===== config.mk =====
export PLATFORM = sky130hd
export DESIGN_NAME = retire_trace_buffer
export DESIGN_NICKNAME = d
export VERILOG_FILES = /design/src/rtl/retire_trace_buffer.sv
export SDC_FILE = /design/constraint.sdc
export NUM_CORES = 2
export LEC_CHECK = 0
export CORE_ASPECT_RATIO = 0.8
export CORE_MARGIN = 10
export CORE_UTILIZATION = 40
export DETAILED_ROUTE_END_ITERATION = 8
export PLACE_DENSITY_LB_ADDON = 0.12
export SYNTH_ARGS = -nofsm -noshare
export SYNTH_HDL_FRONTEND = slang
export SYNTH_SLANG_ARGS = --single-unit

===== constraint.sdc =====
create_clock -name clk -period 20.3 [get_ports clk]
set_input_delay 3.045 -clock clk [delete_from_list [all_inputs] [get_ports clk]]
set_output_delay 3.045 -clock clk [all_outputs]
set_load 0.02 [all_outputs]

===== src/rtl/retire_trace_buffer.sv =====
// retire_trace_buffer: dual-lane retirement trace FIFO with drop flag and instret counter
module retire_trace_buffer #(
  parameter int DEPTH = 8
) (
  input  logic                     clk,
  input  logic                     reset,
  input  logic                     retire_valid_a,
  input  logic                     retire_valid_b,
  input  logic [31:0]              retire_pc_a,
  input  logic [31:0]              retire_pc_b,
  input  logic [31:0]              retire_inst_a,
  input  logic [31:0]              retire_inst_b,
  input  logic [4:0]               retire_reg_addr_a,
  input  logic [4:0]               retire_reg_addr_b,
  input  logic [31:0]              retire_reg_data_a,
  input  logic [31:0]              retire_reg_data_b,
  input  logic [31:0]              retire_mem_addr_a,
  input  logic [31:0]              retire_mem_addr_b,
  input  logic [31:0]              retire_mem_data_a,
  input  logic [31:0]              retire_mem_data_b,
  input  logic                     retire_mem_wrt_a,
  input  logic                     retire_mem_wrt_b,
  output logic                     trace_valid,
  input  logic                     trace_ready,
  output logic [31:0]              trace_pc,
  output logic [31:0]              trace_inst,
  output logic [31:0]              trace_reg_data,
  output logic [31:0]              trace_mem_addr,
  output logic [31:0]              trace_mem_data,
  output logic [4:0]               trace_reg_addr,
  output logic                     trace_mem_wrt,
  output logic [$clog2(DEPTH):0]   count,
  output logic                     almost_full,
  output logic                     overflow,
  output logic [63:0]              instret
);
  localparam int AW = $clog2(DEPTH);
  localparam int CW = AW + 1;
  localparam int EW = 166;
  logic [EW-1:0] mem [DEPTH];
  logic [AW-1:0] rd_ptr, wr_ptr, wr_ptr_b;
  logic [CW-1:0] free;
  logic [EW-1:0] ent_a, ent_b;
  logic acc_a, acc_b, pop, drop;
  assign ent_a = {retire_pc_a, retire_inst_a, retire_reg_addr_a, retire_reg_data_a, retire_mem_addr_a, retire_mem_data_a, retire_mem_wrt_a};
  assign ent_b = {retire_pc_b, retire_inst_b, retire_reg_addr_b, retire_reg_data_b, retire_mem_addr_b, retire_mem_data_b, retire_mem_wrt_b};
  assign {trace_pc, trace_inst, trace_reg_addr, trace_reg_data, trace_mem_addr, trace_mem_data, trace_mem_wrt} = mem[rd_ptr];
  always_comb begin
    free = CW'(DEPTH) - count;
    acc_a = retire_valid_a && free != '0;
    acc_b = retire_valid_b && (retire_valid_a ? free > CW'(1) : free != '0);
    drop = (retire_valid_a && !acc_a) || (retire_valid_b && !acc_b);
    trace_valid = count != '0;
    pop = trace_valid && trace_ready;
    almost_full = free < CW'(2);
    wr_ptr_b = wr_ptr + AW'(acc_a);
  end
  always_ff @(posedge clk) begin
    if (reset) begin
      rd_ptr <= '0;
      wr_ptr <= '0;
      count <= '0;
      instret <= '0;
      overflow <= 1'b0;
    end else begin
      if (acc_a) mem[wr_ptr] <= ent_a;
      if (acc_b) mem[wr_ptr_b] <= ent_b;
      wr_ptr <= wr_ptr + AW'(acc_a) + AW'(acc_b);
      rd_ptr <= rd_ptr + AW'(pop);
      count <= count + CW'(acc_a) + CW'(acc_b) - CW'(pop);
      instret <= instret + 64'(retire_valid_a) + 64'(retire_valid_b);
      overflow <= overflow | drop;
    end
  end
endmodule

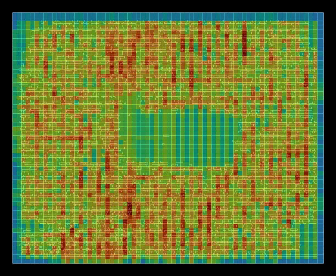
(track usage over the die)
All-Layer GR Usage: 20.9%
met1 Usage GRT: 28.2%
GR met2 Demand/Resource: 34.7%
DR WL/cell: 29.8 um

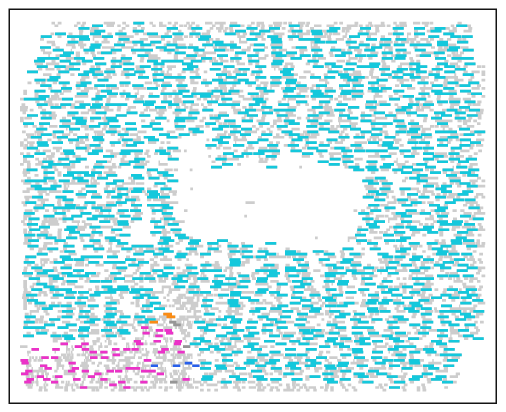
(sequential cells colored by netlist name)
Scale: 1 px per um. Other sequential cells in the stronger gray, the rest of the logic in the fainter gray.
[cyan] `mem` | flops: 1,328 | where: all over the die
[orange] `rd_ptr` | flops: 3
[magenta] `instret` | flops: 64 | where: bottom left
[blue] `count` | flops: 4
Flop+latch power: 3.73 mW
final core occ: 47.7%

[final cells by class]
class / instances / area, sq um
clock buffer: 196 / 4060
sequential: 1403 / 41400
clock inverter: 69 / 542
timing repair buffer: 634 / 6310
multi-input combinational: 2174 / 26800
antenna: 24 / 60.1
tap: 2277 / 2850
inverter: 20 / 75.1
fill: 14700 / 90000
[through the flow]
stage | std cells | util, % | total power [mW]
after global routing | 6790 | 47.7 | 9.68
after CTS | 6773 | 47.7 | 9.44
after detailed placement | 6508 | 45.0 | 6.74
after floorplan | 3850 | - | 5.70
final | 6797 | 47.7 | 9.29
after global placement | 6508 | 45.0 | 6.73
[cells by family after synthesis]
logic type      after synthesis
mux                        1826
flops                      1403
buf+inv                     273
simple gates                218
compound gates               70
xor+xnor                     42
fa+ha+maj                    18
==> changes_impl.md <==
## Flow update

* Met3 GRT Util at 3.80%
* # port buffers at 573
* Root Driver: clkbuf_16
* OpenROAD warnings at 51
* # setup viols final at 0
* Hold Crit Depth at 2
* Setup TNS at 0 ns
* Most used DFF post-synth: edfxtp_1
* Synth top cells by count: edfxtp_1, mux2_2, mux4_2, mux2_1, buf_2
* FP Rows at 136
* CP bufs+invs at 4
* Area of the core at 172,000 sq um
* Top flop regs: mem (1328), instret (64), count (4)
* Fin crit period at 8.40 ns
* Pint at 6.51 mW
* Max Used Layer: met5
* Synth Warn # at 0
* Clock Pin Slew Worst Setup and Hold Paths at 0.06 ns
* Outcome: finished, final reports clean
* Synthesis area per yosys at 69,400 sq um
* Adder-cell share of the synthesized area at 0.357%
* DIE AREA at 191,000 sq um
* Maximum vdd drop at 0.000151 V
* CTS buffer count at 151
* Final hold slack at 0.479 ns
* Antenna-violating nets left at 0
* Worst-path cell with the longest stage delay: buf_4
* Power per Cell Area at 113 nW/um^2
* GR Overflow Total at 0
* Net Sw Frac at 29.9%
* Slew of the pin with the lowest slew margin at 1.21 ns
* Reg2reg path depth at 14
* Combinational share of power at 31.1%
* Rel. slew slack at 19.5%
* Clk_skew at 0.0302 ns
* Synth async-reset ratio at 0%
* Yosys top cell by instances: edfxtp_1
Power and IR drop assume default switching activity.
